===== src/rtl/spatz_xmem_responder.sv =====
// Memory-side responder for one Spatz VLSU X-interface port: synchronous
// exception response, TCDM request forwarding and an in-order result buffer.
module spatz_xmem_responder #(
  parameter int unsigned AddrWidth      = 32,
  parameter int unsigned DataWidth      = 64,
  parameter int unsigned IdWidth        = 4,
  parameter int unsigned MaxOutstanding = 4
) (
  input  logic                   clk_i,
  input  logic                   rst_i,
  input  logic                   xmem_valid_i,
  output logic                   xmem_ready_o,
  input  logic [AddrWidth-1:0]   xmem_addr_i,
  input  logic                   xmem_we_i,
  input  logic [1:0]             xmem_size_i,
  input  logic [DataWidth-1:0]   xmem_wdata_i,
  input  logic [IdWidth-1:0]     xmem_id_i,
  output logic                   xmem_exc_o,
  output logic [5:0]             xmem_exccode_o,
  output logic                   xmem_result_valid_o,
  output logic [DataWidth-1:0]   xmem_result_rdata_o,
  output logic [IdWidth-1:0]     xmem_result_id_o,
  output logic                   xmem_result_err_o,
  input  logic                   xmem_finished_i,
  output logic                   done_o,
  output logic                   idle_o,
  output logic                   mem_req_o,
  input  logic                   mem_gnt_i,
  output logic [AddrWidth-1:0]   mem_addr_o,
  output logic                   mem_we_o,
  output logic [DataWidth/8-1:0] mem_be_o,
  output logic [DataWidth-1:0]   mem_wdata_o,
  input  logic                   mem_rvalid_i,
  input  logic [DataWidth-1:0]   mem_rdata_i
);
  localparam int unsigned BW   = DataWidth / 8;
  localparam int unsigned OFFW = $clog2(BW);
  localparam int unsigned PW   = $clog2(MaxOutstanding);
  localparam int unsigned CW   = PW + 1;

  function automatic logic [BW-1:0] lane_mask(input logic [3:0] nbytes, input logic [OFFW-1:0] off);
    logic [BW-1:0] m;
    for (int j = 0; j < BW; j++) m[j] = (j >= int'(off)) && (j < int'(off) + int'(nbytes));
    return m;
  endfunction

  function automatic logic [DataWidth-1:0] size_mask(input logic [1:0] size);
    logic [DataWidth-1:0] m;
    for (int b = 0; b < DataWidth; b++) m[b] = (b < (8 << size));
    return m;
  endfunction

  logic [PW-1:0]             head_q, tail_q, mptr;
  logic [CW-1:0]             count_q;
  logic [MaxOutstanding-1:0] err_q, done_q, we_q;
  logic [IdWidth-1:0]        id_q   [MaxOutstanding];
  logic [OFFW-1:0]           off_q  [MaxOutstanding];
  logic [1:0]                size_q [MaxOutstanding];
  logic [DataWidth-1:0]      data_q [MaxOutstanding];
  logic                      ign_q, finished_q;

  logic [3:0]           nbytes;
  logic [2:0]           lo;
  logic [OFFW-1:0]      off;
  logic                 misaligned, full, hs, grant, mfound, rv_ok;
  logic [DataWidth-1:0] rv_data;
  logic                 pop, pop_err, done_cond;
  logic [DataWidth-1:0] pop_data;
  logic [IdWidth-1:0]   pop_id;

  assign nbytes     = 4'd1 << xmem_size_i;
  assign lo         = xmem_addr_i[2:0];
  assign off        = xmem_addr_i[OFFW-1:0];
  assign misaligned = ((lo & (nbytes[2:0] - 3'd1)) != 3'd0) || (32'(nbytes) > BW);
  assign full       = (count_q == CW'(MaxOutstanding));

  assign mem_req_o      = xmem_valid_i && !misaligned && !full;
  assign xmem_ready_o   = !full && (misaligned || mem_gnt_i);
  assign hs             = xmem_valid_i && xmem_ready_o;
  assign grant          = mem_req_o && mem_gnt_i;
  assign xmem_exc_o     = xmem_valid_i && misaligned;
  assign xmem_exccode_o = xmem_exc_o ? (xmem_we_i ? 6'd6 : 6'd4) : 6'd0;
  assign idle_o         = (count_q == '0);

  // Memory-side fields are held at zero whenever no request is presented.
  assign mem_addr_o  = mem_req_o ? {xmem_addr_i[AddrWidth-1:OFFW], {OFFW{1'b0}}} : '0;
  assign mem_we_o    = mem_req_o && xmem_we_i;
  assign mem_be_o    = mem_req_o ? lane_mask(nbytes, off) : '0;
  assign mem_wdata_o = mem_req_o ? (xmem_wdata_i << {off, 3'b000}) : '0;

  // Oldest entry still waiting on memory; excepted entries never get a response.
  always_comb begin
    mptr   = head_q;
    mfound = 1'b0;
    for (int i = 0; i < MaxOutstanding; i++) begin
      if (!mfound && (CW'(i) < count_q) && !err_q[head_q + PW'(i)] && !done_q[head_q + PW'(i)]) begin
        mptr   = head_q + PW'(i);
        mfound = 1'b1;
      end
    end
  end

  assign rv_ok   = mem_rvalid_i && !ign_q && mfound;
  assign rv_data = we_q[mptr] ? '0 : ((mem_rdata_i >> {off_q[mptr], 3'b000}) & size_mask(size_q[mptr]));

  // Pop sees completions arriving this cycle so results leave one cycle after rvalid.
  always_comb begin
    if (count_q == '0) begin
      pop      = hs && misaligned;
      pop_data = '0;
      pop_id   = xmem_id_i;
      pop_err  = 1'b1;
    end else begin
      pop      = done_q[head_q] || (rv_ok && (mptr == head_q));
      pop_data = done_q[head_q] ? data_q[head_q] : rv_data;
      pop_id   = id_q[head_q];
      pop_err  = err_q[head_q];
    end
  end

  assign done_cond = (finished_q || xmem_finished_i) && (count_q == '0) && !pop;

  always_ff @(posedge clk_i) begin
    if (rst_i) begin
      head_q              <= '0;
      tail_q              <= '0;
      count_q             <= '0;
      err_q               <= '0;
      done_q              <= '0;
      ign_q               <= 1'b1;
      finished_q          <= 1'b0;
      done_o              <= 1'b0;
      xmem_result_valid_o <= 1'b0;
      xmem_result_rdata_o <= '0;
      xmem_result_id_o    <= '0;
      xmem_result_err_o   <= 1'b0;
    end else begin
      if (hs) begin
        err_q[tail_q]  <= misaligned;
        done_q[tail_q] <= misaligned;
        tail_q         <= tail_q + 1'b1;
      end
      if (rv_ok) done_q[mptr] <= 1'b1;
      if (pop) head_q <= head_q + 1'b1;
      count_q <= count_q + CW'(hs) - CW'(pop);
      if (grant) ign_q <= 1'b0;
      // Result stage boundary
      xmem_result_valid_o <= pop;
      if (pop) begin
        xmem_result_rdata_o <= pop_data;
        xmem_result_id_o    <= pop_id;
        xmem_result_err_o   <= pop_err;
      end
      finished_q <= (finished_q || xmem_finished_i) && !done_cond;
      done_o     <= done_cond;
    end
  end

  always_ff @(posedge clk_i) begin
    if (hs) begin
      id_q[tail_q]   <= xmem_id_i;
      we_q[tail_q]   <= xmem_we_i;
      off_q[tail_q]  <= off;
      size_q[tail_q] <= xmem_size_i;
      data_q[tail_q] <= '0;
    end
    if (rv_ok) data_q[mptr] <= rv_data;
  end
endmodule


===== config.mk =====
export PLATFORM = sky130hd
export DESIGN_NAME = spatz_xmem_responder
export DESIGN_NICKNAME = d
export VERILOG_FILES = /design/src/rtl/spatz_xmem_responder.sv
export SDC_FILE = /design/constraint.sdc
export NUM_CORES = 1
export LEC_CHECK = 0
export CORE_AREA = 8 8 188 234
export DETAILED_ROUTE_END_ITERATION = 12
export DIE_AREA = 0 0 196 242
export GPL_ROUTABILITY_DRIVEN = 1
export HOLD_SLACK_MARGIN = 0.08
export PLACE_DENSITY = 0.78
export SKIP_CTS_REPAIR_TIMING = 1
export SLEW_MARGIN = 10
export SYNTH_ARGS = -nofsm -noshare
export SYNTH_HDL_FRONTEND = slang
export SYNTH_SLANG_ARGS = --single-unit

===== constraint.sdc =====
create_clock -name clk_i -period 5.8 [get_ports clk_i]
set_input_delay 0.87 -clock clk_i [delete_from_list [all_inputs] [get_ports clk_i]]
set_output_delay 0.87 -clock clk_i [all_outputs]
set_load 0.1 [all_outputs]

final_placement.png
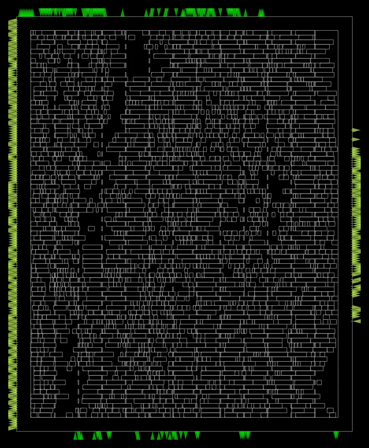
fraction of area in registers: 38.8%
Tap Cells: 510
CORE AREA: 0.0405 mm^2
fill count: 2981
post-route non-filler standard cell count: 2769

==> qor.yml <==
wl_met3_um: 9080
power.density_mw_per_mm2: 552
first_global_vias: 18782
p_comb_share_pct: 60.0
first_pass_iters: 6
gr-usage-met3_pct: 8.37
clockBufferDepth: 3
synthCells: 1931
drt_wl_total_um: 80500
grt_util_met2_pct: 55.7
power.leakage_nw: 9.59
dp_slack_ps: 590
cts.clk_slew.worst_paths_ps: 60
start_kind: "flop"
pg_seq_w: 0.00354
grt_usage_pct: 33.0
chipArea_mm2: 0.0474
fin_hold_ws_ps: 494
report.final.slew_viol_count: 0
synth-xor-area-share_pct: 0.204
area_growth_pct: 28.5
cts_buffers: 37
remaining_drc_errors: 0
final_area_mm2: 0.0275
power_clock_w: 0.00254
dp.cells: 2695
path_cells: "inv_2 > mux4_2 > o41a_1 > nor4_4 > buf_4 > a221oi_1 > mux4_2 > nand2_4 > buf_4 > o211ai_1 > a32oi_1 > nor2_1"
grt_max_degree: 70
viasPerCell: 6.69
dieWidth_um: 196
synth.avg_cell_area_um2: 11.1
mux_share_pct: 14.3
swShare_pct: 50.5
top_regs: "data_q (256), xmem_result_rdata_o (64), id_q (16)"
min_period_ps: 5290
initCoreUtil_pct: 52.9
relSlewSlack_pct: 23.9
status: "finished, final reports clean"
cap_viol_max_count: 0
ir_drop_uv: 423
cp_slowest_cell: "mux4_2"
final-comb-area_mm2: 0.00982
largest_register_ffs: 256
ys_cells: 1931
crit_family: "AND-OR/OR-AND gates"
fmax_mhz: 189
highest-signal-layer: "met5"
synth_cell_types: 80
r2r_slack_ps: 510
io_buffers: 351
pins.png
Scale: 2 px per um. Pins as bars across the die edge, other pins in grey.
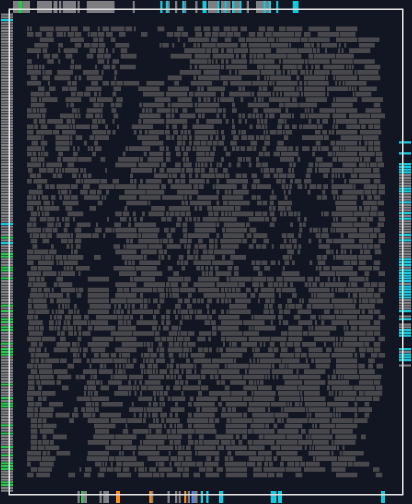
port	colour	pins	direction	edge
`xmem_result_valid_o`	blue	1	output	bottom
`xmem_result_rdata_o`	cyan	64	output	35 right, 15 top, 11 bottom, 3 left
`xmem_result_id_o`	orange	4	output	bottom
`mem_addr_o`	green	32	output	29 left, 2 top, 1 bottom
all pins by edge	176 left, 82 top, 70 right, 31 bottom

[worst paths after layout]
path	startpoint	to	depth (start not counted)
min reg2reg	xmem_result_id_o[0]$_SDFFE_PP0N_	xmem_result_id_o[0]$_SDFFE_PP0N_	2
max	head_q[1]$_SDFFE_PP0N_	data_q[2][20]$_SDFFCE_PN0P_	12
max reg2reg	head_q[1]$_SDFFE_PP0N_	data_q[2][20]$_SDFFCE_PN0P_	12
min	xmem_result_id_o[0]$_SDFFE_PP0N_	xmem_result_id_o[0]$_SDFFE_PP0N_	2
[tightest hold or removal path: cells and delay by family (launching register included)]
family	cells	cell delay [ps]
compound gates	1	50
flops	1	310
simple gates	1	90
[synthesized netlist by cell type (8+ instances only)]
cell	instances
a211oi_1	17
a21boi_1	8
a21oi_1	125
a221o_1	17
a22o_1	9
a22oi_1	72
a31oi_1	9
and2_1	50
and3_1	17
buf_1	19
buf_2	23
buf_4	17
clkbuf_1	103
dfxtp_1	90
edfxtp_1	296
ha_1	12
inv_1	59
mux2_2	18
mux2i_1	58
mux4_2	100
nand2_1	72
nand2b_1	26
nand3_1	56
nand3b_1	10
nor2_1	230
nor2b_1	12
nor3_1	45
nor4_1	35
o211ai_1	71
o21a_1	14
o21ai_0	37
o21ai_1	56
o21bai_1	9
o221ai_1	16
o31ai_1	15
or2_2	8
[layout make-up]
class / instances / area share [%]
clock inverter: 21 / 0.954
sequential: 386 / 38.8
antenna: 7 / 0.0636
inverter: 64 / 0.872
clock buffer: 46 / 3.67
tap: 510 / 2.32
multi-input combinational: 1322 / 35.7
timing repair buffer: 413 / 17.6
[logic make-up after synthesis]
family / Yosys count
adders and majority gates: 14
DFF: 386
AOI/OAI and AO/OA: 520
and+or+nand+nor: 598
buffers and inverters: 229
other: 1
muxes: 178
xor gates and xnor gates: 5
